--- config.mk ---
export PLATFORM = sky130hd
export DESIGN_NAME = dt_seq_classifier
export DESIGN_NICKNAME = d
export VERILOG_FILES = /design/src/rtl/dt_seq_classifier.sv
export SDC_FILE = /design/constraint.sdc
export NUM_CORES = 2
export LEC_CHECK = 0
export CAP_MARGIN = 0
export CORE_MARGIN = 1
export CORE_UTILIZATION = 35
export CTS_CLUSTER_SIZE = 12
export DETAILED_ROUTE_END_ITERATION = 10
export SLEW_MARGIN = 20
export SYNTH_ARGS = -nofsm -noshare
export SYNTH_HDL_FRONTEND = slang
export SYNTH_SLANG_ARGS = --single-unit
--- constraint.sdc ---
create_clock -name clk -period 88.9 [get_ports clk]
set_input_delay 13.335 -clock clk [delete_from_list [all_inputs] [get_ports clk]]
set_output_delay 13.335 -clock clk [all_outputs]
set_load 0.005 [all_outputs]
--- src/rtl/dt_seq_classifier.sv ---
// Programmable sequential decision-tree classifier: walks one node of an
// internal, config-loaded node table per clock and returns a class or an error.
module dt_seq_classifier #(
    parameter int N     = 8,
    parameter int F     = 13,
    parameter int C     = 1,
    parameter int NODES = 64,
    parameter int DEPTH = 8,
    localparam int FW   = $clog2(F),
    localparam int AW   = $clog2(NODES),
    localparam int NW   = 1 + FW + N + 2 * AW
) (
    input  logic             clk,
    input  logic             rst,
    input  logic             cfg_we,
    input  logic [AW-1:0]    cfg_addr,
    input  logic [NW-1:0]    cfg_data,
    output logic             cfg_busy,
    input  logic             in_valid,
    output logic             in_ready,
    input  logic [F*N-1:0]   features,
    output logic             out_valid,
    input  logic             out_ready,
    output logic [C-1:0]     cls,
    output logic             err
);

    localparam int SW = (DEPTH > 1) ? $clog2(DEPTH) : 1;

    typedef enum logic [1:0] {IDLE, WALK, DONE} state_t;

    typedef struct packed {
        logic          leaf;
        logic [FW-1:0] feat_idx;
        logic [N-1:0]  thresh;
        logic [AW-1:0] left;
        logic [AW-1:0] right;
    } node_t;

    state_t         r_state;
    state_t         w_next_state;
    node_t          r_table [NODES];
    logic [F*N-1:0] r_features;
    logic [AW-1:0]  r_node_ptr;
    logic [SW-1:0]  r_steps;
    logic [C-1:0]   r_cls;
    logic           r_err;

    node_t          w_node;
    logic [N-1:0]   w_feat_val;
    logic           w_bad_idx;
    logic           w_at_depth;
    logic           w_finish;

    assign w_node     = r_table[r_node_ptr];
    assign w_bad_idx  = int'(w_node.feat_idx) >= F;
    assign w_at_depth = int'(r_steps) == DEPTH - 1;
    assign w_finish   = w_node.leaf || w_bad_idx || w_at_depth;

    // Explicit mux keeps an out-of-range feature index from reading past the vector.
    always_comb begin
        w_feat_val = '0;
        for (int k = 0; k < F; k++) begin
            if (int'(w_node.feat_idx) == k) begin
                w_feat_val = r_features[k*N +: N];
            end
        end
    end

    always_ff @(posedge clk or posedge rst) begin
        if (rst) begin
            r_state <= IDLE;
        end else begin
            r_state <= w_next_state;
        end
    end

    always_comb begin
        w_next_state = r_state;
        unique case (r_state)
            IDLE: if (in_valid) w_next_state = WALK;
            WALK: if (w_finish) w_next_state = DONE;
            DONE: if (out_ready) w_next_state = IDLE;
            default: w_next_state = IDLE;
        endcase
    end

    // NOTE: the node table is reset to zero on purpose, so an unprogrammed
    // engine yields a defined self-looping tree; this keeps it in flops, not RAM.
    always_ff @(posedge clk or posedge rst) begin
        if (rst) begin
            for (int i = 0; i < NODES; i++) begin
                r_table[i] <= '0;
            end
            r_features <= '0;
            r_node_ptr <= '0;
            r_steps    <= '0;
            r_cls      <= '0;
            r_err      <= 1'b0;
        end else begin
            if (cfg_we && r_state == IDLE) begin
                r_table[cfg_addr] <= node_t'(cfg_data);
            end
            unique case (r_state)
                IDLE: begin
                    if (in_valid) begin
                        r_features <= features;
                        r_node_ptr <= '0;
                        r_steps    <= '0;
                    end
                end
                WALK: begin
                    if (w_node.leaf) begin
                        r_cls <= w_node.right[C-1:0];
                        r_err <= 1'b0;
                    end else if (w_bad_idx || w_at_depth) begin
                        r_cls <= '0;
                        r_err <= 1'b1;
                    end else begin
                        r_node_ptr <= (w_feat_val < w_node.thresh) ? w_node.left : w_node.right;
                        r_steps    <= r_steps + 1'b1;
                    end
                end
                default: ;
            endcase
        end
    end

    assign in_ready  = (r_state == IDLE);
    assign cfg_busy  = (r_state != IDLE);
    assign out_valid = (r_state == DONE);
    assign cls       = r_cls;
    assign err       = r_err;

endmodule

Fig. 1: track usage over the die
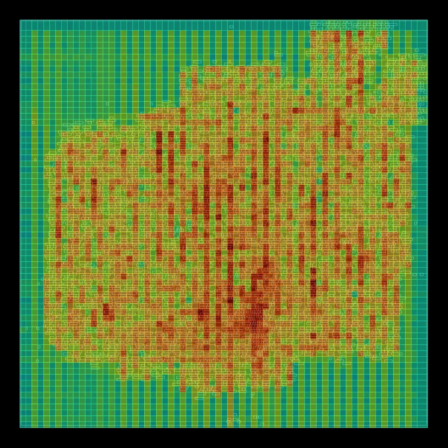
met3 GRT Util: 3.52%
GR Layer Usage met1: 26.2%
busiest grt layer: met2

Fig. 2: signal wires on met4
Drawn at 1 px/um. Supply wires on this layer in gray.
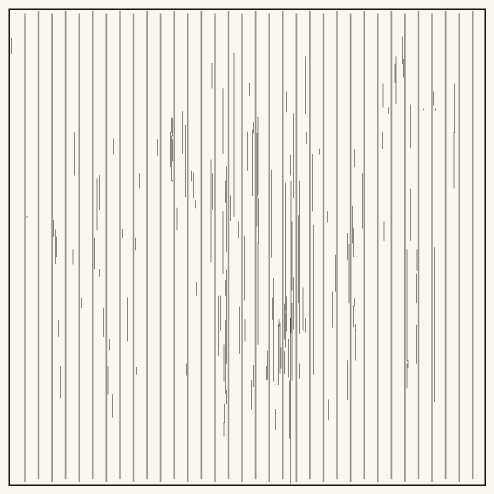
- nets with wire on the layer: 63
- wire length on this layer: 5690 um

==> results.sh <==
# implementation run metrics
export IMPL_status="complete, no violations"
export IMPL_cp_data_required_time_ns=89.72
export IMPL_critPathKind="in2async"
export IMPL_powerDensity_mw_per_mm2=24.7
export IMPL_die_h_um=474
export IMPL_timing_rr_end="r_node_ptr[4]"
export IMPL_syn2layout_area_growth_pct=14.1
export IMPL_cts_setup_buffers=0
export IMPL_drt_first_pass_iters=5
export IMPL_core_sq_mm=0.222
export IMPL_yosys_warnings=0
export IMPL_synth_distinct_cells=57
export IMPL_grt_first_pass_wirelength_um=325000
export IMPL_max_slew_margin_pct=27.0
export IMPL_cp_cell_sequence="clkdlybuf4s50_1 -> inv_8 -> buf_12 -> buf_4 -> buf_4"
export IMPL_drt_iter0_drc=3098
export IMPL_grt_use_total_pct=19.7
export IMPL_ir_drop_v=0.0000202
export IMPL_p_leak_nw=40.9
export IMPL_holdPathEnd="r_table[1173]"
export IMPL_start_kind="primary input"
export IMPL_synth_seq_cells=1717
export IMPL_rsz0062_at_grt="no"
export IMPL_worst_pin_slew_ns=1.09
export IMPL_fin_area_sq_mm=0.0892
export IMPL_gp_congestion=0.790
export IMPL_place_ws_ns=71.65
export IMPL_fa_ha_area_share_pct=0.144
export IMPL_final_max_slew_viol_count=0
export IMPL_htreeDepth=4
export IMPL_ys_cells=4853
export IMPL_hold_violations=0
export IMPL_final_util_pct=40.1
export IMPL_clk_latency_ns=0.84
export IMPL_drv_cap=0
export IMPL_port_buffers=144
export IMPL_hold_class="reg2reg"
export IMPL_finalSetupViolations=0
export IMPL_clockRootBuffer="clkbuf_16"
export IMPL_fmax_mhz=61.7
export IMPL_skew_ns=0.0277
Fig. 3: a small window of the routed layout
Window x 222 to 252, y 127 to 157 um. Cells in gray, sequential cells in the stronger gray; small squares are vias.
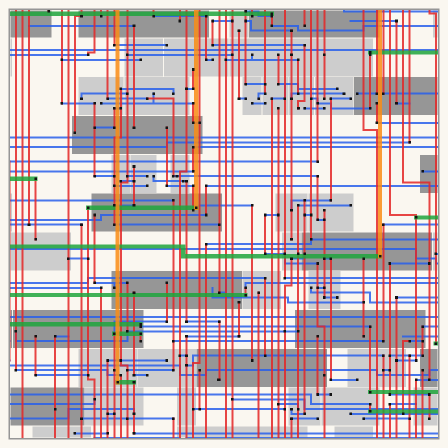
- green: met3
- orange: met4
- red: met2
- blue: met1
- cells with their middle in the window: 36
- netlist names of flops here include: r_table (6), r_steps (3)
- sequential cells in the window: 11
- most frequent: dfrtp_1 (11), mux2_2 (5)

synthesized netlist by cell type, drive strengths merged, types with 3 or more instances:
cell type | number | area [sq um]
a211oi | 9 | 67.6
mux4 | 477 | 10800
nor3b | 3 | 22.5
nor3 | 7 | 35.0
or3 | 5 | 31.3
and2 | 13 | 81.3
a21oi | 19 | 95.1
o211ai | 3 | 22.5
mux2i | 78 | 781
o21a | 3 | 22.5
a21o | 6 | 45.0
nor2b | 16 | 100
nand3b | 5 | 37.5
nand4 | 9 | 56.3
a31oi | 5 | 37.5
a22o | 3 | 26.3
ha | 9 | 113
mux2 | 1724 | 19400
clkbuf | 356 | 1340
buf | 115 | 617
nor2 | 41 | 154
nand2 | 91 | 342
dfrtp | 1717 | 43000
a221o | 7 | 70.1
o21ai | 16 | 87.6
inv | 16 | 60.1
or2 | 3 | 18.8
nand2b | 12 | 75.1
o22a | 3 | 26.3
o22ai | 10 | 62.6
nor4 | 8 | 50.1
a22oi | 27 | 203
nand3 | 16 | 80.1
cell type report:
type | count | area [sq um]
Antenna cell | 2 | 5.00
Sequential cell | 1717 | 43000
Fill cell | 20300 | 133000
Clock buffer | 291 | 5700
Multi-Input combinational cell | 2649 | 33400
Timing Repair Buffer | 260 | 2390
Tap cell | 2975 | 3720
Clock inverter | 57 | 863
Inverter | 16 | 67.6
worst max path at each step:
stage	to	start	slack, ns	depth (start not counted)
after floorplan	cls	rst	27.10	1
after global placement	r_table[803]	rst	71.78	5
after detailed placement	r_table[903]	rst	71.65	5
after CTS	r_table[903]	rst	72.57	5
after global routing	r_table[1285]	rst	72.21	5
final	r_table[886]	rst	72.70	5
flip-flops by register name, summed over array words and instances, names as in the netlist:
| name | flops |
|---|---|
| cls | 1 |
| err | 1 |
| r_features | 104 |
| r_node_ptr | 6 |
| r_state | 2 |
| r_steps | 3 |
| r_table | 1600 |
routing by layer:
| layer | vias up | wire, um |
|---|---|---|
| li1 | 18100 | - |
| met1 | 24000 | 95000 |
| met2 | 851 | 108000 |
| met3 | 329 | 10000 |
| met4 | 4 | 5690 |
| met5 | - | 29 |
cells in the final DEF, fill, tap and decap left out, types with 6 or more instances in the layout:
master              n
bufinv_16          11
and2_1             11
a21o_1              6
clkinv_16           7
dfrtp_1          1712
nand2_1            43
a21oi_1            18
clkdlybuf4s50_1   119
nor3_1              6
mux4_2            469
ha_1                9
inv_16              6
nand4_1             9
o22ai_1            10
nor2b_1            10
a22oi_1            27
nor2_4             10
nand3_1            15
buf_4             119
clkbuf_16         190
mux2_2           1724
inv_1              14
clkbuf_1           44
nor4_1              7
buf_2               8
a221o_1             7
o21ai_0            13
nor2b_4             6
nand2b_1           12
clkinv_2           26
a211oi_1            9
clkbuf_8           57
buf_12             10
nand2_2            47
nor2_1             31
mux2i_1            78
mux4_1              8
power breakdown:
group | switching [mW] | internal (mW) | total (mW)
Clock | 0.339 | 0.477 | 0.817
Combinational | 0.193 | 0.211 | 0.404
Sequential | 0.0660 | 0.911 | 0.977
cells by family after synthesis:
group / count (synthesis)
AND-OR/OR-AND: 125
adder cells (fa/ha/maj): 9
buffers and inverters: 487
flip-flops: 1717
multiplexers: 2279
AND/OR/NAND/NOR: 236
Power figures rest on the tool's default switching activity, not on a simulated workload.
